==> src/rtl/instr_fetch.sv <==
`default_nettype none
// ============================================================================
// Module  : instr_fetch
// Brief   : Instruction fetch unit with IDLE/FETCH/EXEC/ERR control and
//           next-PC selection. The optional fetch timeout is enabled by
//           defining INSTR_FETCH_TIMEOUT_EN.
// Revision: 1.0 - initial release
// ============================================================================
module instr_fetch (
  input  logic        clk,
  input  logic        rst_n,
  output logic        imem_req,
  output logic [31:0] imem_addr,
  input  logic        imem_ack,
  input  logic [31:0] imem_rdata,
  input  logic        stall,
  input  logic        Branch,
  input  logic        Jump,
  input  logic        Zero,
  output logic [31:0] instr,
  output logic        instr_valid,
  output logic [5:0]  Opcode,
  output logic [5:0]  Function,
  output logic [31:0] pc,
  output logic        fetch_err
);

  typedef enum logic [1:0] {
    IDLE  = 2'd0,
    FETCH = 2'd1,
    EXEC  = 2'd2,
    ERR   = 2'd3
  } state_t;

  state_t      r_state;
  state_t      w_state_nxt;
  logic [31:0] r_pc;
  logic [31:0] r_instr;
  logic [31:0] w_pc_plus4;
  logic [31:0] w_br_off;
  logic [31:0] w_next_pc;
  logic        w_timeout;

  assign w_pc_plus4 = r_pc + 32'd4;
  assign w_br_off   = {{14{r_instr[15]}}, r_instr[15:0], 2'b00};

  // Jump wins over a taken branch; every term keeps bits [1:0] at zero.
  always_comb begin
    w_next_pc = w_pc_plus4;
    if (Jump) begin
      w_next_pc = {w_pc_plus4[31:28], r_instr[25:0], 2'b00};
    end else if (Branch && Zero) begin
      w_next_pc = w_pc_plus4 + w_br_off;
    end
  end

`ifdef INSTR_FETCH_TIMEOUT_EN
  localparam logic [3:0] C_TIMEOUT_LAST = 4'd15;

  logic [3:0] r_wait_cnt;

  // Held at zero outside FETCH, so it starts from zero on every FETCH entry.
  always_ff @(posedge clk or negedge rst_n) begin
    if (!rst_n) begin
      r_wait_cnt <= 4'd0;
    end else if (r_state != FETCH) begin
      r_wait_cnt <= 4'd0;
    end else if (!imem_ack) begin
      r_wait_cnt <= r_wait_cnt + 4'd1;
    end
  end

  assign w_timeout = (r_state == FETCH) && !imem_ack && (r_wait_cnt == C_TIMEOUT_LAST);
  assign fetch_err = (r_state == ERR);
`else
  assign w_timeout = 1'b0;
  assign fetch_err = 1'b0;
`endif

  always_comb begin
    w_state_nxt = r_state;
    imem_req    = 1'b0;
    imem_addr   = 32'h0000_0000;
    instr_valid = 1'b0;
    case (r_state)
      IDLE: w_state_nxt = FETCH;
      FETCH: begin
        imem_req  = 1'b1;
        imem_addr = r_pc;
        if (imem_ack) begin
          w_state_nxt = EXEC;
        end else if (w_timeout) begin
          w_state_nxt = ERR;
        end
      end
      EXEC: begin
        instr_valid = 1'b1;
        if (!stall) begin
          w_state_nxt = FETCH;
        end
      end
      default: w_state_nxt = ERR;
    endcase
  end

  always_ff @(posedge clk or negedge rst_n) begin
    if (!rst_n) begin
      r_state <= IDLE;
      r_pc    <= 32'h0000_0000;
      r_instr <= 32'h0000_0000;
    end else begin
      r_state <= w_state_nxt;
      if ((r_state == FETCH) && imem_ack) begin
        r_instr <= imem_rdata;
      end
      if ((r_state == EXEC) && !stall) begin
        r_pc <= w_next_pc;
      end
    end
  end

  assign instr    = r_instr;
  assign pc       = r_pc;
  assign Opcode   = r_instr[31:26];
  assign Function = r_instr[5:0];

endmodule
`default_nettype wire

==> config.mk <==
export PLATFORM = sky130hd
export DESIGN_NAME = instr_fetch
export DESIGN_NICKNAME = d
export VERILOG_FILES = /design/src/rtl/instr_fetch.sv
export SDC_FILE = /design/constraint.sdc
export NUM_CORES = 1
export LEC_CHECK = 0
export ABC_AREA = 1
export CORE_MARGIN = 1
export CORE_UTILIZATION = 40
export CTS_CLUSTER_SIZE = 12
export DETAILED_ROUTE_END_ITERATION = 6
export GPL_TIMING_DRIVEN = 0
export HOLD_SLACK_MARGIN = 0.03
export PLACE_DENSITY_LB_ADDON = 0.05
export SYNTH_ARGS = -nofsm -noshare
export SYNTH_HDL_FRONTEND = slang
export SYNTH_SLANG_ARGS = --single-unit
==> constraint.sdc <==
create_clock -name clk -period 2.4 [get_ports clk]
set_input_delay 0.36 -clock clk [delete_from_list [all_inputs] [get_ports clk]]
set_output_delay 0.36 -clock clk [all_outputs]
set_load 0.05 [all_outputs]
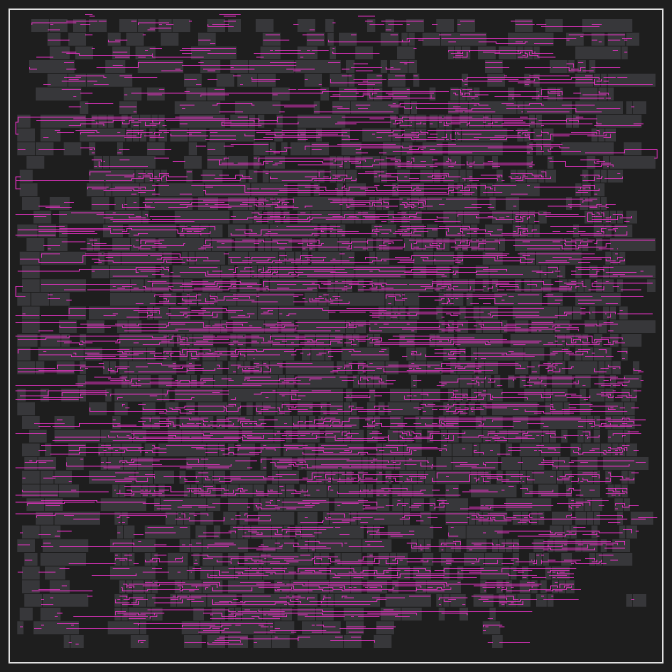
run_1/m1.png
Cells faint in the background.
wire length on this layer: 11700 um
nets with wire on the layer: 1257
share of all routed wire: 42%
overall via count from detail_route: 8022
wirelength, routed: 27900 um
M1 GR Usage: 42.9%

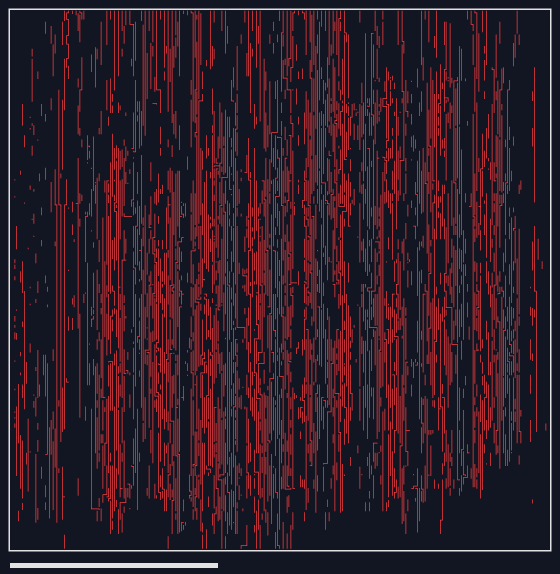
run_1/m2.png
Bar = 50 um.
share of all routed wire: 48%
longest straight run: 76.2 um
M2 GR Usage: 51.7%

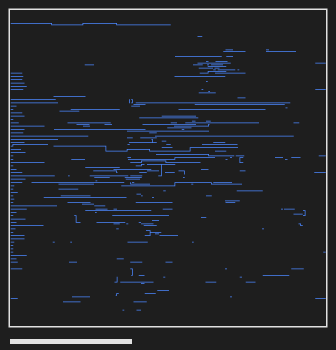
run_1/m3.png
Bar = 50 um.
longest straight run: 63.0 um
main direction: horizontal

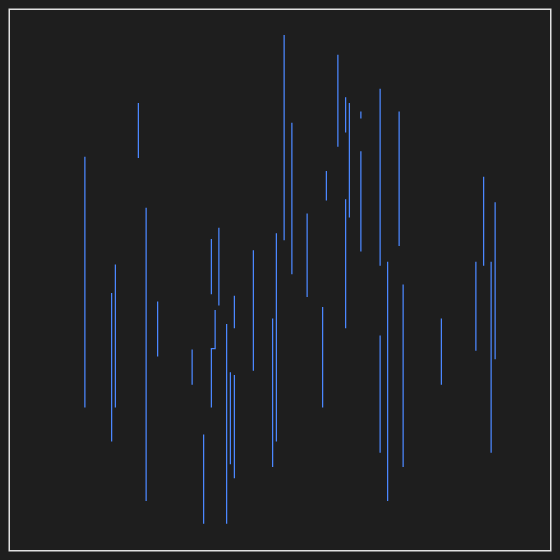
run_1/m4.png
nets with wire on the layer: 36
longest straight run: 70.0 um
share of all routed wire: 4.0%

==> results_slide.txt, run 1 <==
Implementation Results

Logic synthesis
  – Synth warn: 0
  – Area leader, netlist: dfrtp_1
  – Yosys stat cell total: 1056
  – Seq share, synth: 24.6%
  – Commonest flop: dfrtp_1

Floorplanning
  – # rows: 46
  – Die H: 130 um
  – Init Core Util: 41.0%

Outcome
  – Violated checks: negative setup slack
  – Status: finished, violations left

STA
  – Setup violators final: 23
  – Post-route setup slack: -436 ps
  – Worst Tran Pin Value: 821 ps

Clocking
  – H-tree levels: 3
  – CTS hold repair buffers: 1

Critical path
  – Slowest CP cell: dfrtp_2
  – Critical R2R Launch: pc[7]

Routing
  – Metal1 wirelength: 11700 um

Placed design
  – Placement Cell Area: 0.00852 mm2
run_1/clock_nets.png
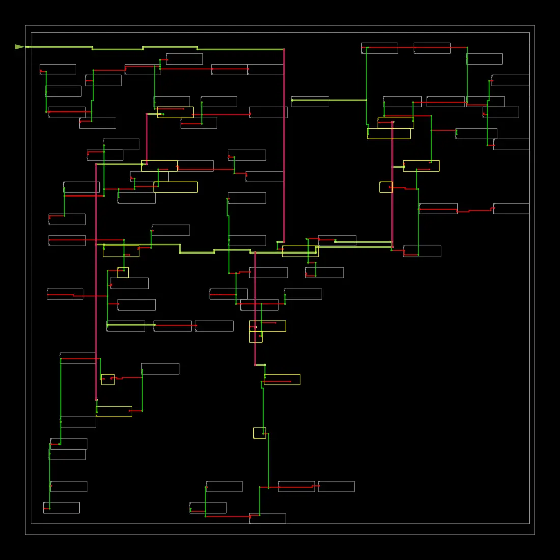

==> run 2, diff against run 1 <==
- CTS_CLUSTER_DIAMETER: unset -> 40
- clock period: 2.4 -> 3.1 ns (I/O delays scaled with it)
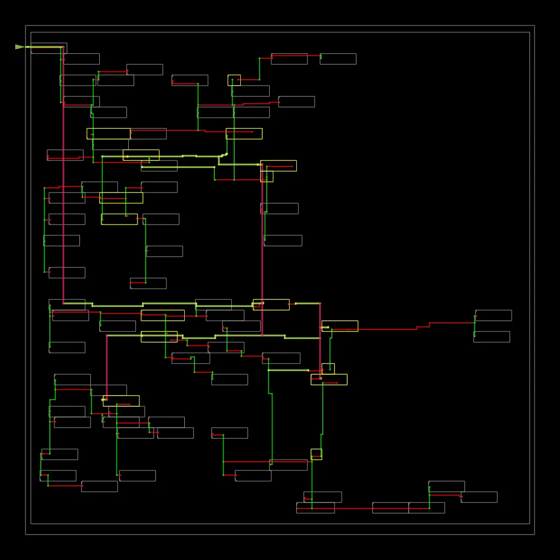
run_2/clock_nets.png
cts bufs inserted: 9
registers: 64
clk_skew: 8.88 ps
Sink Count: 64
clk latency late pin: 350 ps

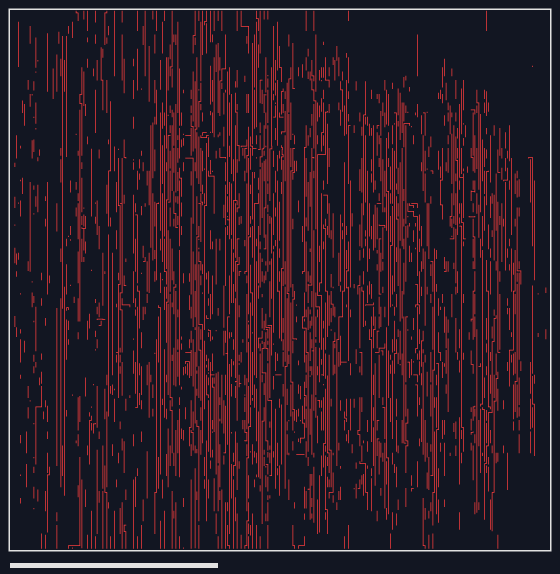
run_2/m2.png
Bar = 50 um.
overall via count from detail_route: 7311
M2 GR Usage: 45.6%

==> run 2 against run 1 <==
Effect of this change:
- the flow now finishes without violations
- die size stayed put
- clock skew is 1.8 ps lower
- worst setup slack better by 560 ps
- area after synthesis stayed put
- final cell count is 4.5% lower
- first-iteration DRC count is 2.0% higher
- synthesized cell count stayed put
- critical path depth is 3 higher
- worst hold slack worse by 120 ps
- largest cell class unchanged
- highest routed layer unchanged
==> results_slide.txt, run 2 <==
Implementation Results

Global route
  – M1 GR Usage: 40.7% (-2.2 points)
  – Largest net degree at the start of global routing: 65

Placed design
  – Dpl ws: -266 ps
  – Placement Cell Area: 0.00822 mm2 (-3.4%)
  – RePlAce Congestion: 0.949

Routing
  – Wirelength, routed: 24200 um (-13%)
  – Metal1 wirelength: 11400 um (-2.5%)

Logic synthesis
  – Syn Inst Count: 1056
  – Area leader share: 24.6%
  – Count of library flops with an enable pin: 0
  – Commonest flop: dfrtp_1
  – Area leader, netlist: dfrtp_1
  – Yosys stat cell total: 1056 (unchanged)
  – Synth area leaders: dfrtp_1 (25%), nand2_1 (20%), inv_1 (9.7%)
  – Mux share: 4.67%

Clocking
  – CTS hold repair buffers: 0 (-1)

Hold path
  – Hold crit path type: primary input to asynchronous set/reset pin

STA
  – Setup violators final: 0 (-100%)
  – Pins over their slew limit: 0
  – Tcrit/Tclk final: 96.1%
  – Minimum clock period: 2980 ps
  – Rel. slew slack: 29.6%
  – Post-route setup slack: 120 ps (+555 ps)
  – Worst Tran Pin Value: 1060 ps (+234 ps)

Floorplanning
  – # rows: 46 (unchanged)
  – Die H: 130 um (unchanged)
  – Core box area: 0.0159 mm2

Critical path
  – R2r setup slk: 120 ps
  – Critical R2R Launch: pc[12]
  – CP cell instances: inv_1 > nor3_4 > inv_1 > nor2_1 > nand3_1 > and2_1 > ha_2 > nand2_4 > nor2_2 > inv_1 > nor2_4 > and2_1 > nand2_1 > nand2_1 > nand2_1 > nand3_1 > nand2_1 > nand2_1 > nand2_1
  – Slowest CP cell: dfrtp_2
  – Critical path depth: 19

Outcome
  – Status: completed

Layout
  – Layout cell share with drive strength beyond 1: 16.6%
